<file path="config.mk">
export PLATFORM = sky130hd
export DESIGN_NAME = vga_out_timing
export DESIGN_NICKNAME = d
export VERILOG_FILES = /design/src/rtl/vga_out_pkg.sv /design/src/rtl/vga_sync_counter.sv /design/src/rtl/vga_out_timing.sv
export SDC_FILE = /design/constraint.sdc
export NUM_CORES = 1
export LEC_CHECK = 0
export CAP_MARGIN = 20
export CORE_ASPECT_RATIO = 1.2
export CORE_MARGIN = 2
export CORE_UTILIZATION = 44
export DETAILED_ROUTE_END_ITERATION = 12
export MAX_ROUTING_LAYER = met4
export PLACE_DENSITY_LB_ADDON = 0.3
export RECOVER_POWER = 100
export SLEW_MARGIN = 20
export SYNTH_ARGS = -nofsm -noshare
export SYNTH_HDL_FRONTEND = slang
export SYNTH_HIERARCHICAL = 1
export SYNTH_SLANG_ARGS = --single-unit
</file>
<file path="constraint.sdc">
create_clock -name vga_clk -period 3.1 [get_ports vga_clk]
set_clock_uncertainty 0.15 [all_clocks]
set_input_delay 0.93 -clock vga_clk [delete_from_list [all_inputs] [get_ports vga_clk]]
set_output_delay 0.93 -clock vga_clk [all_outputs]
set_load 0.05 [all_outputs]
</file>
<file path="src/rtl/vga_out_pkg.sv">
// vga_out_pkg: shared 640x480@60 raster constants and types.
// Counter width, default porches, derived totals and sync bounds.
package vga_out_pkg;

  localparam int CNT_W = 10;

  localparam int DEF_H_ACTIVE = 640;
  localparam int DEF_H_FP     = 16;
  localparam int DEF_H_SYNC   = 96;
  localparam int DEF_H_BP     = 48;
  localparam int DEF_V_ACTIVE = 480;
  localparam int DEF_V_FP     = 10;
  localparam int DEF_V_SYNC   = 2;
  localparam int DEF_V_BP     = 33;

  localparam int H_TOTAL = DEF_H_ACTIVE + DEF_H_FP
                         + DEF_H_SYNC + DEF_H_BP;
  localparam int V_TOTAL = DEF_V_ACTIVE + DEF_V_FP
                         + DEF_V_SYNC + DEF_V_BP;

  localparam int HS_START = DEF_H_ACTIVE + DEF_H_FP;
  localparam int HS_END   = HS_START + DEF_H_SYNC;
  localparam int VS_START = DEF_V_ACTIVE + DEF_V_FP;
  localparam int VS_END   = VS_START + DEF_V_SYNC;

  typedef logic [CNT_W-1:0] cnt_t;

  typedef struct packed {
    logic hs_n;
    logic vs_n;
    logic act;
    logic brd;
  } tim_t;

  localparam tim_t TIM_RST = '{
    hs_n: 1'b1,
    vs_n: 1'b1,
    act:  1'b0,
    brd:  1'b0
  };

  function automatic cnt_t cnt_of(int v);
    return cnt_t'(v);
  endfunction

endpackage

</file>
<file path="src/rtl/vga_sync_counter.sv">
// vga_sync_counter: h/v raster counters with raw sync/active decode.
// Ports: i_clk, i_rst_n, o_h_cnt, o_v_cnt, o_hs_n, o_vs_n, o_active, o_frame_start.
module vga_sync_counter
  import vga_out_pkg::*;
#(
  parameter int H_ACTIVE = DEF_H_ACTIVE,
  parameter int H_FP     = DEF_H_FP,
  parameter int H_SYNC   = DEF_H_SYNC,
  parameter int H_BP     = DEF_H_BP,
  parameter int V_ACTIVE = DEF_V_ACTIVE,
  parameter int V_FP     = DEF_V_FP,
  parameter int V_SYNC   = DEF_V_SYNC,
  parameter int V_BP     = DEF_V_BP
) (
  input  logic             i_clk,
  input  logic             i_rst_n,
  output logic [CNT_W-1:0] o_h_cnt,
  output logic [CNT_W-1:0] o_v_cnt,
  output logic             o_hs_n,
  output logic             o_vs_n,
  output logic             o_active,
  output logic             o_frame_start
);

  localparam cnt_t L_H_MAX =
    cnt_of(H_ACTIVE + H_FP + H_SYNC + H_BP - 1);
  localparam cnt_t L_V_MAX =
    cnt_of(V_ACTIVE + V_FP + V_SYNC + V_BP - 1);
  localparam cnt_t L_H_ACT = cnt_of(H_ACTIVE);
  localparam cnt_t L_V_ACT = cnt_of(V_ACTIVE);
  localparam cnt_t L_HS_B  = cnt_of(H_ACTIVE + H_FP);
  localparam cnt_t L_HS_E  = cnt_of(H_ACTIVE + H_FP + H_SYNC);
  localparam cnt_t L_VS_B  = cnt_of(V_ACTIVE + V_FP);
  localparam cnt_t L_VS_E  = cnt_of(V_ACTIVE + V_FP + V_SYNC);

  cnt_t r_h;
  cnt_t r_v;

  always_ff @(posedge i_clk or negedge i_rst_n) begin
    if (!i_rst_n) begin
      r_h <= '0;
      r_v <= '0;
    end else if (r_h == L_H_MAX) begin
      r_h <= '0;
      if (r_v == L_V_MAX) r_v <= '0;
      else                r_v <= r_v + cnt_t'(1);
    end else begin
      r_h <= r_h + cnt_t'(1);
    end
  end

  assign o_h_cnt = r_h;
  assign o_v_cnt = r_v;

  assign o_active = (r_h < L_H_ACT) && (r_v < L_V_ACT);

  assign o_hs_n = !((r_h >= L_HS_B) && (r_h < L_HS_E));
  assign o_vs_n = !((r_v >= L_VS_B) && (r_v < L_VS_E));

  assign o_frame_start = (r_h == '0) && (r_v == '0);

endmodule

</file>
<file path="src/rtl/vga_out_timing.sv">
// vga_out_timing: VGA raster owner; realigns upstream RGB with sync/blank.
// Ports: vga_clk, arst_n, *_in colour, pix_x/y, pix_active, frame_start,
//   red/green/blue, hsync_n, vsync_n, blank_n. Option: VGA_OUT_BORDER_EN.
module vga_out_timing
  import vga_out_pkg::*;
#(
  parameter int H_ACTIVE    = DEF_H_ACTIVE,
  parameter int H_FP        = DEF_H_FP,
  parameter int H_SYNC      = DEF_H_SYNC,
  parameter int H_BP        = DEF_H_BP,
  parameter int V_ACTIVE    = DEF_V_ACTIVE,
  parameter int V_FP        = DEF_V_FP,
  parameter int V_SYNC      = DEF_V_SYNC,
  parameter int V_BP        = DEF_V_BP,
  parameter int SRC_LATENCY = 1
) (
  input  logic       vga_clk,
  input  logic       arst_n,
  input  logic [7:0] red_in,
  input  logic [7:0] green_in,
  input  logic [7:0] blue_in,
  output logic [9:0] pix_x,
  output logic [9:0] pix_y,
  output logic       pix_active,
  output logic       frame_start,
  output logic [7:0] red,
  output logic [7:0] green,
  output logic [7:0] blue,
  output logic       hsync_n,
  output logic       vsync_n,
  output logic       blank_n
);

  cnt_t w_h;
  cnt_t w_v;
  logic w_hs_n;
  logic w_vs_n;
  logic w_act;
  logic w_brd;
  tim_t w_raw;
  tim_t w_dly;

  logic [7:0] r_red;
  logic [7:0] r_green;
  logic [7:0] r_blue;
  logic       r_hs_n;
  logic       r_vs_n;
  logic       r_blank_n;

  vga_sync_counter #(
    .H_ACTIVE (H_ACTIVE),
    .H_FP     (H_FP),
    .H_SYNC   (H_SYNC),
    .H_BP     (H_BP),
    .V_ACTIVE (V_ACTIVE),
    .V_FP     (V_FP),
    .V_SYNC   (V_SYNC),
    .V_BP     (V_BP)
  ) u_cnt (
    .i_clk         (vga_clk),
    .i_rst_n       (arst_n),
    .o_h_cnt       (w_h),
    .o_v_cnt       (w_v),
    .o_hs_n        (w_hs_n),
    .o_vs_n        (w_vs_n),
    .o_active      (w_act),
    .o_frame_start (frame_start)
  );

  assign pix_x      = w_h;
  assign pix_y      = w_v;
  assign pix_active = w_act;

`ifdef VGA_OUT_BORDER_EN
  localparam cnt_t L_H_LAST = cnt_of(H_ACTIVE - 1);
  localparam cnt_t L_V_LAST = cnt_of(V_ACTIVE - 1);

  assign w_brd = w_act && ((w_h == '0) ||
                           (w_h == L_H_LAST) ||
                           (w_v == '0) ||
                           (w_v == L_V_LAST));
`else
  assign w_brd = 1'b0;
`endif

  assign w_raw = '{
    hs_n: w_hs_n,
    vs_n: w_vs_n,
    act:  w_act,
    brd:  w_brd
  };

  // Delay matches upstream colour latency so the
  // output register sees timing and RGB together.
  if (SRC_LATENCY == 0) begin : g_nodly
    assign w_dly = w_raw;
  end else begin : g_dly
    tim_t r_pipe [SRC_LATENCY];

    always_ff @(posedge vga_clk or negedge arst_n) begin
      if (!arst_n) begin
        for (int k = 0; k < SRC_LATENCY; k++)
          r_pipe[k] <= TIM_RST;
      end else begin
        r_pipe[0] <= w_raw;
        for (int k = 1; k < SRC_LATENCY; k++)
          r_pipe[k] <= r_pipe[k-1];
      end
    end

    assign w_dly = r_pipe[SRC_LATENCY-1];
  end

  always_ff @(posedge vga_clk or negedge arst_n) begin
    if (!arst_n) begin
      r_red     <= '0;
      r_green   <= '0;
      r_blue    <= '0;
      r_hs_n    <= 1'b1;
      r_vs_n    <= 1'b1;
      r_blank_n <= 1'b0;
    end else begin
      r_hs_n    <= w_dly.hs_n;
      r_vs_n    <= w_dly.vs_n;
      r_blank_n <= w_dly.act;
      if (!w_dly.act) begin
        r_red   <= '0;
        r_green <= '0;
        r_blue  <= '0;
      end else if (w_dly.brd) begin
        r_red   <= 8'hFF;
        r_green <= 8'hFF;
        r_blue  <= 8'hFF;
      end else begin
        r_red   <= red_in;
        r_green <= green_in;
        r_blue  <= blue_in;
      end
    end
  end

  assign red     = r_red;
  assign green   = r_green;
  assign blue    = r_blue;
  assign hsync_n = r_hs_n;
  assign vsync_n = r_vs_n;
  assign blank_n = r_blank_n;

endmodule
</file>
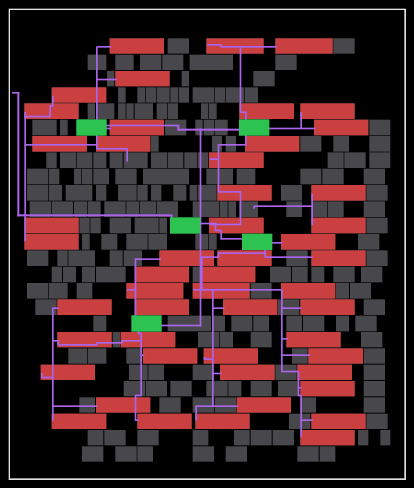
**Above:** run 1 (clock wires, drivers and flops).
Drawn at 6 px/um.
Key: green = clock-net drivers [count 5]; purple = clock wires [length 492 um]; red = flip-flops [count 50]
Position of the flops: spread over the die. There are 6 routed clock nets.
Clk power: 391 uW
worst skew pair latency: 0.31 ns

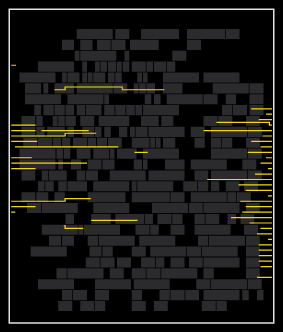
**Above:** run 1 (the metal 3 layer).
Drawn at 4 px/um. Cells faint in the background.
The wires run mostly horizontal. The layer carries 336 um of wire. The layer holds 8.2% of the routed length.

==> notes.md, run 1 <==
Implementation results.

The maximum clock frequency is roughly 320 MHz. The layout cell share with drive strength beyond 1 is a little under a fifth. In the post-route report, total wirelength is listed as between 4 and 5 mm. The proportion of netlist area held by the largest area contributor is 57.2%. Setup repair after global routing could not meet its margin everywhere. The pin count of the biggest net entering global routing is 51. The script logs the ratio of routed vias to standard cells as between 4 and 5.

The clock network accounts for ~33% of the total power. Looking at the cell usage after synthesis, the top flip-flop cell is dfrtp_1. The first-pass GRT wire length is 6.69 mm. The type of the worst min-delay path is reg -> reg. The core area is 0.00433 mm2. Once routing completed, OpenROAD measured the worst setup slack at -0.0176 ns. After routing the design area is slightly below 0.003 mm2. The detailed router reports a met2 wire length of approximately 2.0 mm. The flow reports power dissipated in combinational cells as 141 uW.

Per the placement report, the placed cell count is approximately 290. The final layout net count is 275. The via count of the first global-routing pass is between 1000 and 1500. The heaviest power group is registers.

Measured along the x axis, the die boundary spans ~66 um. The report lists the number of cells resized after CTS as 3. Power attributed to sequential cells is approximately 670 uW. The critical register-to-register path startpoint is u_cnt/o_h_cnt[5]. The startpoint identified for the worst hold timing path is g_dly.r_pipe[2].

The nature of the critical path endpoint is an output port. Ranked by instance count, the synthesized netlist is headed by dfrtp_1 (46), and2_2 (18), nor2_1 (11). Looking at the setup timing report, the critical path kind is reg -> out.

The cell depth of the worst min-delay path is 0. The net load switching power is slightly above 300 uW. The data arrival time reported for the critical path is approximately 2.0 ns. The leakage component of the power was reported as between 1 and 1.5 nW. The number of H-tree levels is 2. The register-to-register setup slack is roughly 0.40 ns.

The critical path required time is roughly 2 ns. In this run, distinct cell masters in the synthesized netlist total 35. In the placement report, post-DP HPWL is listed as just under 3 mm. The max-slew violation total from the final report is 0. STA lists the endpoint of the worst register-to-register path as u_cnt/o_v_cnt[4]. For the pin with the worst max-slew slack, the measured transition is approximately 1.2 ns. Per the final timing report, the hold violations number 0.

The total of max-cap violations is 0. In this run the top signal layer used is met4. In the finished design, the share of the clock period the worst path needs comes to 101%. The count of nets left with antenna violations once routing finished came out at 0. The number of standard cells reported by yosys is roughly 160.

The checks that failed: setup timing. The die height is 78.1 um. In this design, the largest share of critical-path delay is due to simple AND/OR/NAND/NOR gates. The first-pass iteration count of the detailed router is 4. The number of sinks handled by clock tree synthesis is around 50. The run finished, with violations left. The yosys synthesis chip area is just over 0.002 mm2.

The net count after synthesis is roughly 190. The overall fraction of global-route tracks in use is 17.5%. The worst path in the final design needs a cycle of ~3.1 ns, including I/O delays and setup. The largest fanout on the critical path is 3. The first routing iteration left about 60 violations. The initialized floorplan defines 26 standard-cell rows. The design internal power is roughly 890 uW.

The most frequent logic cell in the layout is clkdlybuf4s50_1. The number of non-filler instances in the completed layout is ~300. The delay contributed by the slowest stage of the critical path is ~0.47 ns. Of the total power, registers draw between 50% and 60%. The number of cells on the worst reg-to-reg path is 5. The routability congestion estimate from global placement is about 0.81. The number of antenna violations at the first check in global routing is 0. The worst VDD IR drop from the latest analysis is ~0.0004 V. In the final routed layout, each cell accounts on average for approximately 14 um. The final count of negative-setup-slack endpoints is 1. The slowest stage of the critical path is the or4b_4 cell. In the per-layer summary, the met1 wirelength comes to 1.73 mm.

Combinational logic burns around an eighth of the power.
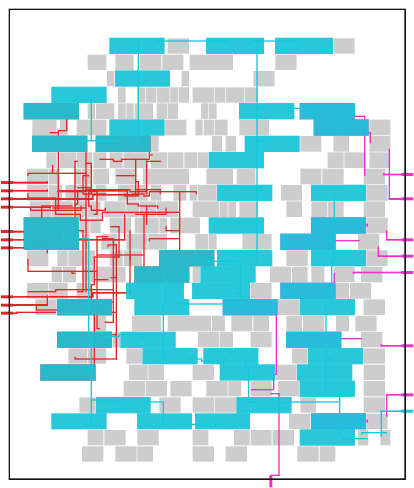
**Above:** run 1 (I/O nets highlighted).
Drawn at 6 px/um.
Key: red = pix_y [bits 10, direction output, end cells 10, buffers 12, wire 571 um]; magenta = red [bits 8, direction output, end cells 8, buffers 8, wire 101 um]; cyan = arst_n [bits 1, direction input, end cells 50, buffers 2, wire 298 um]
boundary pin count: 75
number of I/O port buffers: 74

==> run 1: cell type report <==
class / count / area (um2)
clock buffers: 5 / 68.8
flip-flops and latches: 50 / 1260
inverters: 5 / 18.8
clock inverters: 3 / 28.8
multi-input cells: 104 / 717
fillers: 329 / 1380
repair buffers: 79 / 787
well taps: 56 / 70.1
==> run 1: logic make-up (layout without fill, tap and decap cells) <==
logic type      after synthesis  after routing  share of synthesized area (%)
mux                           1              1                          0.560
xor+xnor                     10             10                           4.35
buf+inv                      10             92                           2.92
fa+ha+maj                     4              4                           2.49
flops                        50             50                           62.4
simple gates                 74             74                           22.4
compound gates               15             15                           4.85
==> run 1: per-layer routing <==
metal / global-route usage, % / vias to the layer above
li1: - / 721
met1: 21.9 / 706
met2: 27.2 / 51
met3: 5.87 / 5
met4: 5.21 / 0
met5: - / -
==> run 1 -> run 2 <==
- ABC_CLOCK_PERIOD_IN_PS: unset -> 3100
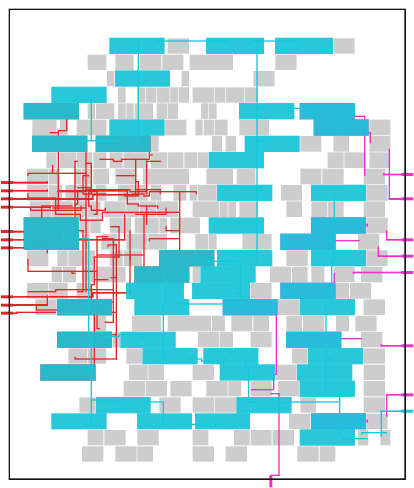
**Above:** run 2 (I/O nets highlighted).
Drawn at 6 px/um.
Key: red = pix_y [bits 10, direction output, end cells 10, buffers 12, wire 571 um]; cyan = arst_n [bits 1, direction input, end cells 50, buffers 2, wire 298 um]; magenta = red [bits 8, direction output, end cells 8, buffers 8, wire 101 um]

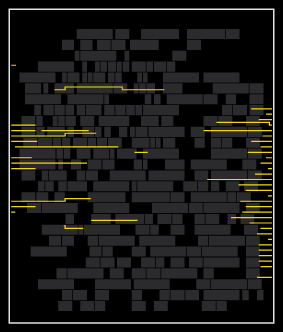
**Above:** run 2 (the metal 3 layer).
Drawn at 4 px/um. Cells faint in the background.
The layer carries 336 um of wire. 45 nets have wire on it.

==> notes.md, run 2 <==
Implementation results.

The final count of negative-setup-slack endpoints is 1 (unchanged). The pin count of the biggest net entering global routing is 51 (unchanged). The net count after synthesis came to 194 (unchanged).

The critical register-to-register path startpoint is u_cnt/o_h_cnt[5]. The maximum clock frequency is 321 MHz (unchanged). The most critical min-delay path falls under reg -> reg. The met2 track demand over resource is 27.2% (unchanged). Prior to clock tree synthesis, the placed netlist has a worst setup slack of 0.153 ns. The number of non-filler instances in the completed layout is 302 (unchanged).

The most area-hungry cell type in the Yosys netlist is dfrtp_1. STA classifies the critical path endpoint as an output port. The worst supply voltage drop on vdd came to 0.000402 V (unchanged). The die boundary width is 65.7 um (unchanged). The delay contributed by the slowest stage of the critical path is 0.47 ns (about the same).

The remaining number of nets flagged by the antenna check after routing came to 0 (unchanged). A synthesized cell averages between 10 and 15 um2. Among all flip-flop cells after synthesis, the most frequent one is dfrtp_1. The I/O pin total came to 75 (unchanged). Setup repair after global routing could not meet its margin everywhere. The area fraction in compound gates after synthesis came to 4.85% (unchanged). The via count of the first global-routing pass is 1346 (unchanged). The startpoint of the worst hold path is g_dly.r_pipe[2]. After detailed routing, no signal wire sits above met4. The first-pass iteration count of the detailed router is 4 (unchanged).

The endpoint of the lowest-slack register-to-register path is u_cnt/o_v_cnt[4]. The overall die area is 0.00513 mm2. The number of inserted filler cells in the final layout is 329 (unchanged). The number of port buffers came to 74 (unchanged). The number of standard cells reported by yosys came to 164 (unchanged). The part of the power in combinational logic is 11.7% (about the same).

The data arrival time at the worst-slack endpoint is 2.04 ns (about the same). The register-to-register setup slack was 0.40 ns (about the same). The number of cells on the worst reg-to-reg path is 5 (unchanged). The post-synthesis mux area share is 0.560% (unchanged). The part of the total power dissipated in sequential elements was 55.8% (about the same). In this design, the largest share of critical-path delay is due to simple AND/OR/NAND/NOR gates. The total of max-cap violations came to 0 (unchanged). The number of sinks handled by clock tree synthesis is 50 (unchanged). The yosys synthesis chip area was 0.00201 mm2 (unchanged).

The commonest cells after synthesis are dfrtp_1 (46), and2_2 (18), nor2_1 (11). The met1 usage in global routing is 21.9% (unchanged). The transition time of the tightest slew-check pin is 1.16 ns (unchanged). The most utilized layer in the global route result is met2. The global routing usage on met3 came to 5.87% (unchanged). The net load switching power is 309 uW (unchanged).

The design internal power is 894 uW (unchanged). The critical path required time is 2.02 ns (about the same). The length of routed met2 wiring was 1.97 mm (unchanged).

The DRC violation total after the first TritonRoute iteration was 60 (unchanged). The buffer-and-inverter tally for the worst setup path is 2. After synthesis, the largest family of logic cells by area is simple AND/OR/NAND/NOR gates. The summed area of non-filler cells in the final layout is 0.00295 mm2 (unchanged). The overall fraction of global-route tracks in use is 17.5% (unchanged). The slowest library cell on the worst path is or4b_4. The adder-cell share of the synthesized area is 2.49% (unchanged).

The number of distinct library cells after synthesis was 35 (unchanged). The insertion delay to the later sink of the worst-skew pair is 0.31 ns (about the same). The number of H-tree levels was 2 (unchanged). The max-slew violation total from the final report is 0 (unchanged).

The layout cell share with drive strength beyond 1 is 18.3% (unchanged). The final critical-path required period is 3.12 ns (unchanged). The largest fanout on the critical path is 3 (unchanged). The routed wire length per instance came to 13.5 um (unchanged). The final layout net count was 275 (unchanged).

The total number of yosys warnings is 6. The final critical-path setup slack is -0.0176 ns (unchanged). The initial standard-cell utilization of the core is between 40% and 50%. The ratio of final minimum period to clock period is 101% (unchanged). The routability congestion estimate from global placement is 0.812 (unchanged). The run finished, with violations left. The simple-gate share of the synthesized area came to 22.4% (unchanged). The static power due to leakage is 1.28 nW (unchanged). The worst setup path is of the reg -> out kind. The part of the total power dissipated in the clock network is 32.5% (about the same). The proportion of netlist area held by the largest area contributor was 57.2% (unchanged).

The xor/xnor share of the synthesized area was 4.35% (unchanged). The first-pass GRT wire length is 6.69 mm (unchanged). The number of antenna violations at the first check in global routing is 0 (unchanged). The most frequent logic cell in the layout is clkdlybuf4s50_1. The post-detailed-placement half-perimeter wirelength is 2.96 mm (unchanged). The detailed-route wire length is 4.09 mm (unchanged).

The die height is 78.1 um (unchanged). The final reports fail on setup timing. The routed metal-1 wire length is 1.73 mm (unchanged). The per-cell via count in the routed design came to 4.91 (unchanged). The core area was 0.00433 mm2 (unchanged). The number of core rows is 26 (unchanged).

The cell depth of the worst min-delay path came to 0 (unchanged).
## run 2: final cells by class
type	instances	area, um2	area share (%)
flip-flops and latches	50	1260	42.6
repair buffers	79	787	26.7
multi-input cells	104	717	24.3
well taps	56	70.1	2.38
clock buffers	5	68.8	2.34
clock inverters	3	28.8	0.977
inverters	5	18.8	0.637
## run 2: power by group through the flow
stage	combinational (mW)	clock, mW	sequential (mW)
2_1_floorplan	0.0130	0	0.743
4_1_cts	0.149	0.410	0.671
6_report	0.141	0.391	0.671
5_1_grt	0.149	0.439	0.673
3_5_place_dp	0.149	0	0.684
3_3_place_gp	0.147	0	0.684
## run 2: repair_timing
action                                  CTS  global route
endpoints found under the setup margin    1             1
resized                                   3             0
hold buffers                              0             0
pin swaps                                 2             1
buffers inserted                          3             0
No activity file was given, so power comes from the tool's default toggle rates.
